$ cat config.mk
export PLATFORM = sky130hd
export DESIGN_NAME = mem_arbiter
export DESIGN_NICKNAME = d
export VERILOG_FILES = /design/src/rtl/mem_arbiter_pkg.sv /design/src/rtl/mem_arbiter.sv
export SDC_FILE = /design/constraint.sdc
export NUM_CORES = 1
export LEC_CHECK = 0
export ABC_AREA = 1
export CAP_MARGIN = 20
export CORE_MARGIN = 5
export CORE_UTILIZATION = 40
export CTS_CLUSTER_DIAMETER = 40
export CTS_CLUSTER_SIZE = 24
export DETAILED_ROUTE_END_ITERATION = 7
export PLACE_DENSITY_LB_ADDON = 0.2
export SLEW_MARGIN = 20
export SYNTH_ARGS = -nofsm -noshare
export SYNTH_HDL_FRONTEND = slang
export SYNTH_SLANG_ARGS = --single-unit
$ cat constraint.sdc
create_clock -name clk -period 3.4 [get_ports clk]
set_input_delay 0.68 -clock clk [delete_from_list [all_inputs] [get_ports clk]]
set_output_delay 0.68 -clock clk [all_outputs]
set_load 0.01 [all_outputs]
$ cat src/rtl/mem_arbiter_pkg.sv
// Shared definitions for the two-master memory arbiter: FSM state encoding,
// owner encoding, default widths and the watchdog counter width helper.
package mem_arbiter_pkg;

  typedef enum logic [1:0] {
    IDLE = 2'd0,
    REQ  = 2'd1,
    WAIT = 2'd2,
    RESP = 2'd3
  } state_t;

  localparam logic OWN_IFU = 1'b0;
  localparam logic OWN_LSU = 1'b1;

  localparam int ADDR_W_DEF  = 32;
  localparam int DATA_W_DEF  = 32;
  localparam int TIMEOUT_DEF = 255;

  // Watchdog counter is at least 8 bits wide and always wide enough to hold the limit.
  function automatic int tmo_width(input int limit);
    int w;
    w = $clog2(limit + 1);
    return (w > 8) ? w : 8;
  endfunction

endpackage

$ cat src/rtl/mem_arbiter.sv
// mem_arbiter: serialises IFU fetches and LSU data accesses onto one memory
// port with fixed LSU priority and routes each response back to its master.
// Optional downstream watchdog: define MEM_ARB_TIMEOUT_EN.
//
// state | meaning
// IDLE  | grant decision; capture owner request into mem_* registers
// REQ   | mem_reqValid high for exactly one cycle
// WAIT  | wait for mem_respValid (or watchdog expiry when enabled)
// RESP  | owner respValid high for exactly one cycle
module mem_arbiter
  import mem_arbiter_pkg::*;
#(
  parameter int ADDR_W  = ADDR_W_DEF,
  parameter int DATA_W  = DATA_W_DEF,
  parameter int TIMEOUT = TIMEOUT_DEF
) (
  input  logic                clk,
  input  logic                rst,
  input  logic                ifu_reqValid,
  input  logic [ADDR_W-1:0]   ifu_raddr,
  output logic                ifu_respValid,
  output logic [DATA_W-1:0]   ifu_rdata,
  input  logic                lsu_reqValid,
  input  logic [ADDR_W-1:0]   lsu_addr,
  input  logic                lsu_wen,
  input  logic [DATA_W-1:0]   lsu_wdata,
  input  logic [DATA_W/8-1:0] lsu_wmask,
  output logic                lsu_respValid,
  output logic [DATA_W-1:0]   lsu_rdata,
  output logic                mem_reqValid,
  output logic [ADDR_W-1:0]   mem_addr,
  output logic                mem_wen,
  output logic [DATA_W-1:0]   mem_wdata,
  output logic [DATA_W/8-1:0] mem_wmask,
  input  logic                mem_respValid,
  input  logic [DATA_W-1:0]   mem_rdata,
  output logic                resp_err
);

  state_t              state;
  logic                owner;
  logic                wait_done;
  logic [DATA_W-1:0]   wait_data;

`ifdef MEM_ARB_TIMEOUT_EN
  localparam int TMO_W = tmo_width(TIMEOUT);
  logic [TMO_W-1:0]    timer;
  logic                timed_out;
  logic                err_q;

  assign resp_err = err_q;
`else
  // Without the watchdog a response can never be an error (TIMEOUT is a non-negative count).
  assign resp_err = (TIMEOUT < 0);
`endif

  // WAIT completion: a real downstream response, or watchdog expiry on the WAIT
  // cycle that would bring the counter to TIMEOUT.
  always_comb begin
    wait_done = mem_respValid;
    wait_data = mem_rdata;
`ifdef MEM_ARB_TIMEOUT_EN
    timed_out = !mem_respValid && (timer == TMO_W'(TIMEOUT - 1));
    if (timed_out) begin
      wait_done = 1'b1;
      wait_data = '0;
    end
`endif
  end

  // Arbitration FSM with registered downstream request and per-master response outputs.
  always_ff @(posedge clk or negedge rst) begin
    if (!rst) begin
      state         <= IDLE;
      owner         <= OWN_IFU;
      mem_reqValid  <= 1'b0;
      mem_addr      <= '0;
      mem_wen       <= 1'b0;
      mem_wdata     <= '0;
      mem_wmask     <= '0;
      ifu_respValid <= 1'b0;
      ifu_rdata     <= '0;
      lsu_respValid <= 1'b0;
      lsu_rdata     <= '0;
`ifdef MEM_ARB_TIMEOUT_EN
      timer         <= '0;
      err_q         <= 1'b0;
`endif
    end else begin
      case (state)
        IDLE: begin
          if (lsu_reqValid) begin
            owner        <= OWN_LSU;
            mem_addr     <= lsu_addr;
            mem_wen      <= lsu_wen;
            mem_wdata    <= lsu_wdata;
            mem_wmask    <= lsu_wmask;
            mem_reqValid <= 1'b1;
            state        <= REQ;
          end else if (ifu_reqValid) begin
            owner        <= OWN_IFU;
            mem_addr     <= ifu_raddr;
            mem_wen      <= 1'b0;
            mem_wdata    <= '0;
            mem_wmask    <= '0;
            mem_reqValid <= 1'b1;
            state        <= REQ;
          end
        end
        REQ: begin
          // A response pulse in this cycle is deliberately ignored.
          mem_reqValid <= 1'b0;
          state        <= WAIT;
`ifdef MEM_ARB_TIMEOUT_EN
          timer        <= '0;
`endif
        end
        WAIT: begin
          if (wait_done) begin
            if (owner == OWN_LSU) begin
              lsu_respValid <= 1'b1;
              lsu_rdata     <= wait_data;
            end else begin
              ifu_respValid <= 1'b1;
              ifu_rdata     <= wait_data;
            end
`ifdef MEM_ARB_TIMEOUT_EN
            err_q <= timed_out;
`endif
            state <= RESP;
          end
`ifdef MEM_ARB_TIMEOUT_EN
          else begin
            timer <= timer + 1'b1;
          end
`endif
        end
        RESP: begin
          ifu_respValid <= 1'b0;
          ifu_rdata     <= '0;
          lsu_respValid <= 1'b0;
          lsu_rdata     <= '0;
`ifdef MEM_ARB_TIMEOUT_EN
          err_q         <= 1'b0;
`endif
          state         <= IDLE;
        end
        default: state <= IDLE;
      endcase
    end
  end

endmodule

==> run notes, run 1 <==
Flow results.

- The flow ran to the end, and the final reports show no timing, DRC or antenna violations.
- In the layout the commonest cells are sky130_fd_sc_hd__nand2_1, sky130_fd_sc_hd__clkdlybuf4s50_1, sky130_fd_sc_hd__dfrtp_1.
- Synthesis inferred 139 register bits.
- STA lists the startpoint of the worst register-to-register path as state[0].
- The top metal layer carrying routed signals is met4.
- The worst hold slack after final layout is 327.3 ps.
- For this design, the CTS-stage hold fixing added 0 buffers.
- The post-detailed-placement half-perimeter wirelength is ~14 mm.
- The worst path in the final design needs a cycle of 2109 ps, including I/O delays and setup.
- The number of cells produced by synthesis is 797.
- Synthesis instantiated 19 different standard cells from the library.
- The capturing point of the worst reg2reg path is ifu_rdata[25].
- The adder-cell area share of the yosys netlist is 1.205%.
- The clock latency reported for the late side of the worst-skew pair is 410 ps.
- The overall routing resource usage is 21.84%.
- In this run the cell area measured after placement is slightly above 9000 sq um.
- The leakage component of the power was reported as 5.025 nW.
- In the final report, the number of endpoints failing setup comes to 0.
- The via count of the first global-routing pass is approximately 6,000.
- The average footprint of a synthesized cell is ~8 sq um.
- The post-route core utilization is between 60% and 70%.
- The max-slew check reports its worst relative slack as a little over a third.
- Across all stage logs, warnings added up to 31.
- The final route contains 5,942 vias.
- The final setup slack of the worst path is 1291 ps.
- The power density relative to cell area is 880.0 nW/um^2.
- The first global-routing pass estimated approximately 31 mm of wire.
- Prior to clock tree synthesis, the placed netlist has a worst setup slack of 1022 ps.
- The final layout report lists a filler cell count of 1,325.
- For this design the top-level I/O count stands at approximately 280.
- The total power draw is 8.541 mW.
- The final layout reports a setup TNS of 0 ps.
- For this run, design rule violations remaining after detail routing come to 0.
- Input and output buffers added on the ports amount to 273.
- In this run the worst path has a maximum fanout of 33.
- The met1 layer usage reported by global route is 26.78%.
- The cell type group with the largest total delay on the critical path is simple AND/OR/NAND/NOR gates.
- The number of iterations in the first detailed-routing pass is 4.
- After detailed routing, the wire length on met1 is 8.042 mm.
- The maximum VDD drop is 0.0004058 V.
- The most instantiated logic cell after routing is sky130_fd_sc_hd__nand2_1.
- The floorplan step defined a die boundary enclosing around 18,000 sq um.
- For met2 alone, demand over resource in global routing was 35.94%.
- The measured slew at the worst slew-check pin is 963.6 ps.
- The final weighted congestion recorded by global placement is 0.7979.
- The logic depth of the worst path, buffers included is 7.
- Post-CTS repair ended up resizing 0 cells.
- The clock tree from TritonCTS is done.
- Setup repair after global routing left no endpoint under its margin.
- The synthesized netlist devotes less than 1% of its cell area to compound gates.
- The dominant combinational cell family by area after synthesis is simple AND/OR/NAND/NOR gates.
- The share of the core area taken by cells at floorplan is 40.82%.
- For this run, the chip area from Yosys synthesis comes to between 6000 and 7000 sq um.
- The sink count of the clock tree is 139.
- The report counts max-capacitance violations totalling 0.
- The number of antenna diodes in the final layout is 0.
- The routed design uses 1.814 mm of met3 wire.
- The number of nets handed over by synthesis was 941.
- The initial antenna violation count was 0.
- The data required time at the worst endpoint is about 3700 ps.
- The floorplan step defined a core boundary enclosing 15,260 sq um.
- The design area is 9706 sq um.
- After Yosys synthesis, XOR and XNOR cells account for 0% of the synthesized area.
- The flow measured a signed area growth from synthesis to layout of 55.83%.
- The most frequent cell on the critical path is sky130_fd_sc_hd__nand2_1.
- Between clock sinks in the finished design, the worst skew comes to between 9 and 10 ps.
- The max-slew violation total from the final report is 0.
- From bottom edge to top edge, the die measures 134.8 um.
- The timing report gives the worst reg2reg path a setup slack of roughly 1300 ps.
- The first element of the critical path is state[0].
- Detailed routing placed a total of 9.600 mm of wire on met2.
- Using the TritonRoute via totals, the vias-per-cell ratio works out to 4.668.
- The final non-filler cell total is 1,273.
- The count of H-tree levels built during CTS is 4.
- The worst hold path class is in2async.
- The CTS clock-pin slew for the worst setup and hold paths is roughly 60 ps.
- Post-route period utilization is reported as approximately 62%.
- The startpoint kind of the worst setup timing path is a flop.
- The peak per-stage delay on the critical path is about 560 ps.
- The net count of the finished layout is roughly 1,200.
- The floorplan has 45 rows.
- Hold-check failures listed in the final report amount to 0.
- Summing all multiplexer cells gives an area fraction of 0%.
- The global routing report lists met3 layer usage as just over 8%.
- The tree is rooted in a sky130_fd_sc_hd__clkbuf_16.
- The end point of the critical path is ifu_rdata[25].
- The sort of element at the end of the critical path is a flop.
- The total instance count after detailed placement is 1,242.
- Entering global routing, the biggest net connects 96 pins.
- The script reports the combined buffer and inverter count of the critical path as 2.
- Data arrives at the worst endpoint at 2400 ps.
- The die is 134.8 um wide.
- The routed wire length is 19.75 mm.
- Global route summary, busiest routing layer listed as met2.
- The maximum clock frequency is 0.4742 GHz.
- Yosys stat counts 797 cells in the synthesized netlist.
- The slowest stage of the critical path is the sky130_fd_sc_hd__nand3_2 cell.
- In this run the critical path is formed by inv_1 > ha_1 > inv_1 > nand2_1 > nand3_2 > nand2_1 > nand2_1.
- The area fraction in and, or, nand and nor cells after synthesis is between 30 and 40%.
- After the first detailed-routing iteration, the DRC count stood at 277.
- The fraction of layout cells with a size suffix above 1 is 4.426%.
- CTS added clock buffers totalling 17.
- After detailed routing, the average wire length per cell comes to 15.52 um.
- The report puts the cell count of the worst reg-to-reg path at 7.
- The sequential cell area fraction in the yosys report is a little under three fifths.
- Before any placement, the netlist area is recorded as 6228 sq um.
- The worst setup path category is reg2reg.
- After global routing the overflow that remains totals 0.
- Post-CTS timing repair inserted 0 buffers for setup.
- The maximum root-to-sink buffer count is 2.
- The tally of yosys warning messages is 0.
- The number of nets with antenna violations after detailed routing is 0.
-- run 1: flip-flops by register name, indices dropped and copies added, names as in the netlist --
signal,cells
ifu_rdata,32
ifu_respValid,1
lsu_rdata,32
lsu_respValid,1
mem_addr,32
mem_reqValid,1
mem_wdata,32
mem_wen,1
mem_wmask,4
owner,1
state,2
-- run 1: cells by family (layout without fill, tap and decap cells) --
logic type / after synthesis / count (layout)
flops: 139 / 139
compound gates: 4 / 4
simple gates: 552 / 552
fa+ha+maj: 6 / 6
buf+inv: 95 / 360
other cells: 1 / 1
-- run 1: worst register-to-register path, delay by kind of cell, from the launching register on --
kind | cells | cell delay (ps)
AND/OR/NAND/NOR | 4 | 1000
buffers and inverters | 2 | 230
adder cells (fa/ha/maj) | 1 | 330
flip-flops | 1 | 440
-- run 1: cell type report --
type | count | area (sq um) | share of cell area, %
well taps | 211 | 264.0 | 2.720
multi-input cells | 563 | 2336 | 24.07
inverters | 46 | 172.7 | 1.779
clock buffers | 25 | 505.5 | 5.208
repair buffers | 283 | 2816 | 29.02
clock inverters | 6 | 132.6 | 1.367
flip-flops and latches | 139 | 3478 | 35.84
-- run 1: report_power, final --
part | internal [mW] | switching [mW] | total [mW]
Clock | 1.32 | 0.671 | 1.99
Combinational | 1.77 | 2.02 | 3.79
Sequential | 2.35 | 0.404 | 2.75
Total | 5.44 | 3.10 | 8.54
-- run 1: cells in the mapped netlist (all sizes together) --
master | count | share of area (%)
nand2 | 412 | 25
dfrtp | 139 | 56
nand3 | 103 | 8.4
inv | 46 | 2.8
buf | 44 | 3.6
nor2 | 35 | 2.2
ha | 6 | 1.2
clkbuf | 5 | 0.30
o21ai | 4 | 0.50
conb | 1 | 0.060
nand4 | 1 | 0.10
or2 | 1 | 0.10
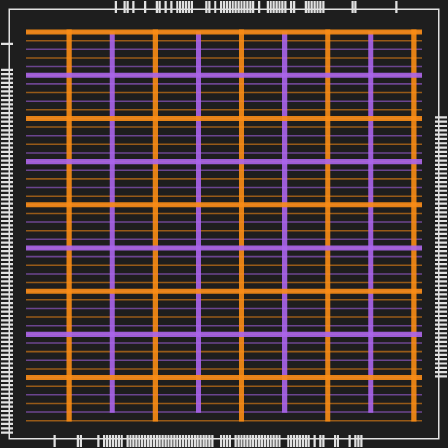
run_1/floorplan.png
Pins as bars on the die edge.
Key: orange = VSS; purple = VDD
9 straps on met5. 46 met1 rails follow the rows. 275 signal pins sit on the boundary.

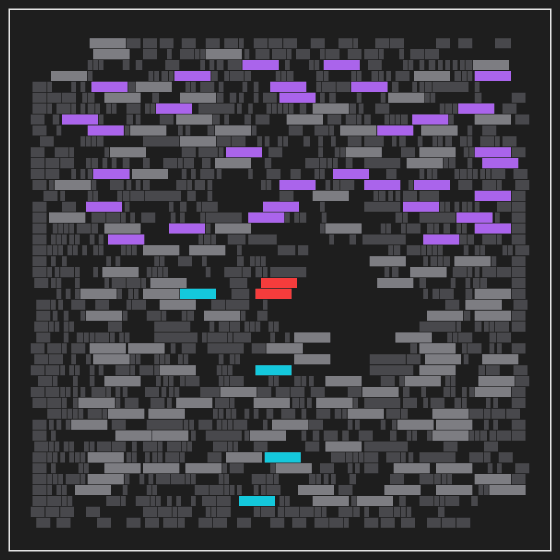
run_1/ff_map.png
Other sequential cells in the stronger grey, the rest of the logic in the fainter grey.
Key: purple = ifu_rdata [placed flops 32]; red = state [placed flops 2]; cyan = mem_wmask [placed flops 4]
Another 101 sequential cells are not coloured.
FF/Latch Area: 3478 sq um
share of the final layout cell area in sequential cells: 35.84%

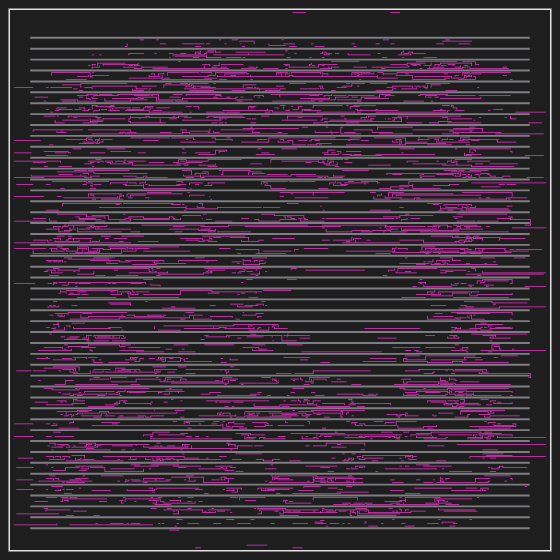
run_1/m1.png
Supply wires on this layer in grey.
The layer holds 41% of the routed length. The layer carries 8,040 um of wire. The wires run mostly horizontal. 1,022 nets have wire on it. The longest straight run is 32.2 um.

==> inputs of run 2 (changes only) <==
--- a/config.mk
+++ b/config.mk
@@ -8,7 +8,7 @@
 export ABC_AREA = 1
 export CAP_MARGIN = 20
 export CORE_MARGIN = 5
-export CORE_UTILIZATION = 40
+export CORE_UTILIZATION = 38
 export CTS_CLUSTER_DIAMETER = 40
 export CTS_CLUSTER_SIZE = 24
 export DETAILED_ROUTE_END_ITERATION = 7
==> constraint.sdc (replaced) <==
create_clock -name clk -period 1.8 [get_ports clk]
set_input_delay 0.36 -clock clk [delete_from_list [all_inputs] [get_ports clk]]
set_output_delay 0.36 -clock clk [all_outputs]
set_load 0.01 [all_outputs]
==> run notes, run 2 <==
Flow results.

- The flow ran to the end, and the final reports show no timing, DRC or antenna violations.
- The tally of yosys warning messages is 0 (unchanged).
- The worst path buffer plus inverter count came to 1 (-1).
- The switching power of the nets came to 5.959 mW (+92%).
- The count of buffers inserted at the top-level ports is 273 (unchanged).
- The most common logic cells in the final layout are sky130_fd_sc_hd__nand2_1, sky130_fd_sc_hd__clkdlybuf4s50_1, sky130_fd_sc_hd__dfrtp_1.
- The number of synthesized register bits is 139 (unchanged).
- The pre-CTS setup slack came to 32.45 ps (-989.2 ps).
- The first-iteration detailed-routing DRC count came to 295 (+6.5%).
- The post-detailed-route via-to-cell ratio is 4.561 (-2.3%).
- The total grt overflow is 0 (unchanged).
- The number of iterations in the first detailed-routing pass is 4 (unchanged).
- In the synthesized netlist, the cells that appear most often are sky130_fd_sc_hd__nand2_1, sky130_fd_sc_hd__dfrtp_1, sky130_fd_sc_hd__nand3_1.
- The area share of the largest cell type after synthesis is 55.85% (unchanged).
- The placement row count was 46 (+2.2%).
- The number of nets with antenna violations after detailed routing is 0 (unchanged).
- The chip area in the Yosys report is 6228 sq um (unchanged).
- The number of top-level pins is 275 (unchanged).
- The period utilization is between 90% and 100%.
- The most common cell in the synthesized netlist is sky130_fd_sc_hd__nand2_1.
- The cell family contributing the most delay on the critical path is buffers and inverters.
- The overall routing resource usage is 20.03% (-1.8 points).
- The final net count was 1,211 (+1.4%).
- Among logic cells in the layout, the one with the most instances is sky130_fd_sc_hd__nand2_1.
- The worst setup path category is reg2out.
- The slowest stage of the critical path is the sky130_fd_sc_hd__clkdlybuf4s50_1 cell.
- The global-route wire length before repair is 31.07 mm (-0.64%).
- TritonCTS built the clock tree.
- The maximum fanout along the worst path is 2 (-94%).
- The total number of vias is 5,920 (-0.37%).
- The design area is 9948 sq um (+2.5%).
- The post-synthesis to final-layout area growth is 59.72%.
- The post-route core utilization is 62.18% (-1.4 points).
- The area of placed instances is 9286 sq um (+2.4%).
- The routed wire length is 19.45 mm (-1.6%).
- The data required time at the worst endpoint was 1440 ps (-2250 ps).
- The most area-hungry cell type in the Yosys netlist is sky130_fd_sc_hd__dfrtp_1.
- The final-report setup violation count is 0 (unchanged).
- The startpoint kind of the worst setup timing path is a flop.
- The number of remaining DRC errors is 0 (unchanged).
- The maximum clock frequency is between 0.5 and 0.6 GHz.
- The last weighted congestion value of the routability-driven placer is 0.8208 (+2.9%).
- The tree is rooted in a sky130_fd_sc_hd__clkbuf_16.
- The critical path goes through clkdlybuf4s50_1.
- The leakage power total is 5.131 nW (+2.1%).
- Looking at the cell usage after synthesis, the top flip-flop cell is sky130_fd_sc_hd__dfrtp_1.
- The peak per-stage delay on the critical path was 590 ps (+30 ps).
- The logic depth of the worst path, buffers included is 1 (-6).
- The distinct cell type count after synthesis was 19 (unchanged).
- The area of the mapped netlist is 6228 sq um (unchanged).
- The internal power consumption is 10.48 mW (+92%).
- The fraction of power spent switching nets is 36.26% (about the same).
- The vertical die dimension is 138.0 um (+2.4%).
- The sequential cell area fraction in the yosys report is 55.85% (unchanged).
- Setup repair after global routing left no endpoint under its margin.
- The total CTS buffers is 17 (unchanged).
- The clock skew after layout is 8.108 ps (-1.236 ps).
- The post-synth net total came to 941 (unchanged).
- The post-detailed-placement half-perimeter wirelength is 13.93 mm (+0.86%).
- The max-slew violation total from the final report is 0 (unchanged).
- The horizontal die dimension is 138.0 um (+2.4%).
- STA classifies the critical path endpoint as an output port.
- The power density relative to cell area was 1652 nW/um^2 (+88%).
- The worst path needs 1726 ps of the cycle, external delays included.
- The average footprint of a synthesized cell was 7.815 sq um (unchanged).
- The sink count of the clock tree was 139 (unchanged).
- The fraction of layout cells with a size suffix above 1 is 6.111% (+1.7 points).
- The CTS clock-pin slew for the worst setup and hold paths is 60 ps (about the same).
- The critical path data arrival time is 1370 ps (-1030 ps).
- The dominant power group in this design is combinational cells.
- The combinational group share of total power is 46.1% (+1.7 points).
- The placeable core area came to 16,000 sq um (+4.9%).
- The maximum VDD drop is 0.0007883 V (+94%).
- The number of synthesized flops with an enable pin is 0 (unchanged).
- The fraction of synthesis flops using an asynchronous set or reset pin came to 100.0% (unchanged).
- The setup total negative slack was 0 ps (unchanged).
- The total setup buffers inserted after CTS is 0 (unchanged).
- The total instance count after detailed placement is 1,262 (+1.6%).
- The final hold violation count came to 0 (unchanged).
- The length in cells of the worst reg-to-reg path is 6 (-1).
- The count of H-tree levels built during CTS was 4 (unchanged).
- The fraction of power consumed by sequential logic is 31.4% (-0.8 points).
- The number of cells produced by synthesis is 797 (unchanged).
- The tally of OpenROAD warnings was 31 (unchanged).
- The clock network power share is 22.5% (-0.8 points).
- The worst hold slack after final layout came to 373.6 ps (+46.29 ps).
- The total power draw came to 16.44 mW (+92%).
- The reported combinational group power is 7.57 mW (+100%).
- The final setup slack of the worst path is 73.65 ps (-1218 ps).
- The final non-filler cell total was 1,298 (+2.0%).
- The final-layout fill cell count is 1,470 (+11%).
- The largest net degree at the start of global routing is 45 (-53%).
- The initial antenna violation count was 2 (+2).
- The total die size was 19,050 sq um (+4.9%).
- The worst hold path class is in2async.
- The share of the core filled by cells before placement was 38.93% (-1.9 points).
- The via count of the first global-routing pass is 5,890 (-1.2%).
- The number of cells in the yosys synthesis report is 797 (unchanged).
- The power in sequential cells is 5.16 mW (+88%).
- The count of maximum capacitance violations is 0 (unchanged).
- The clock latency reported for the late side of the worst-skew pair is 410 ps (about the same).
- The maximum root-to-sink buffer count is 2 (unchanged).
- The power dissipated in the clock network was 3.70 mW (+86%).
- By area the synthesized netlist is led by sky130_fd_sc_hd__dfrtp_1, sky130_fd_sc_hd__nand2_1, sky130_fd_sc_hd__nand3_1.
- The average wire per standard cell is 14.98 um (-3.5%).
[run 2: cell counts after synthesis]
No cell type changed its count.
[run 2: layer usage]
| layer | wire [um] | vias up | part of all wire, % | GRT usage (%) |
|---|---|---|---|---|
| li1 | - | 2987 | - | - |
| met1 | 8160 | 2712 | 42 | 24.40 |
| met2 | 9184 | 190 | 47 | 32.37 |
| met3 | 1546 | 31 | 8.0 | 7.655 |
| met4 | 554 | 0 | 2.8 | 7.644 |
| met5 | 0 | - | 0 | 0 |
[run 2: final timing paths]
kind                                     from       endpoint  slack (ps)
worst min-delay path                      rst   mem_addr[19]         370
worst max-delay path            ifu_rdata[29]  ifu_rdata[29]          70
worst min register to register   mem_wdata[2]   mem_wdata[2]         470
max in group asynchronous                 rst   mem_wdata[0]         890
min in group clk                 lsu_reqValid  mem_wdata[30]         460
worst max register to register       state[0]  lsu_rdata[20]         210
[run 2: layout make-up]
| cell class | instances | area [sq um] | share of cell area (%) |
|---|---|---|---|
| Sequential cell | 139 | 3478 | 34.96 |
| Timing Repair Buffer | 299 | 3039 | 30.55 |
| Multi-Input combinational cell | 564 | 2352 | 23.64 |
| Clock buffer | 21 | 460.4 | 4.628 |
| Tap cell | 216 | 270.3 | 2.717 |
| Inverter | 46 | 175.2 | 1.761 |
| Clock inverter | 11 | 167.7 | 1.685 |
| Antenna cell | 2 | 5.005 | 0.05031 |
[run 2: logic make-up after synthesis]
logic type                 Yosys count  share of synthesized area, %
other                                1                       0.06021
buffers and inverters               95                         6.649
adders and majority gates            6                         1.205
AOI/OAI and AO/OA                    4                        0.5022
and+or+nand+nor                    552                         35.74
DFF                                139                         55.85
[run 2: repair_timing]
item,in CTS,in global routing
gates cloned,0,1
endpoints found under the setup margin,1,37
hold buffers,1,0
hold endpoints to repair,19,0
gates resized,1,3
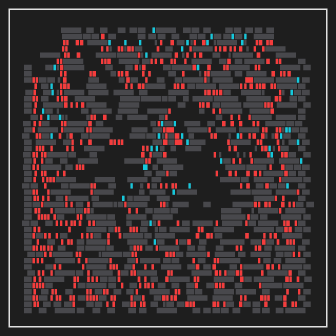
run_2/gates.png
Key: cyan = inv cells [cells 46]; red = nand cells [cells 516, where all over the die]

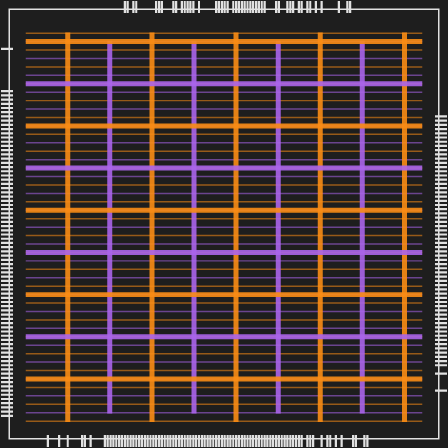
run_2/floorplan.png
Pins as bars on the die edge.
Key: orange = VSS; purple = VDD
275 signal pins sit on the boundary. 9 straps on met4.

Power is estimated from default activity; no workload was simulated.
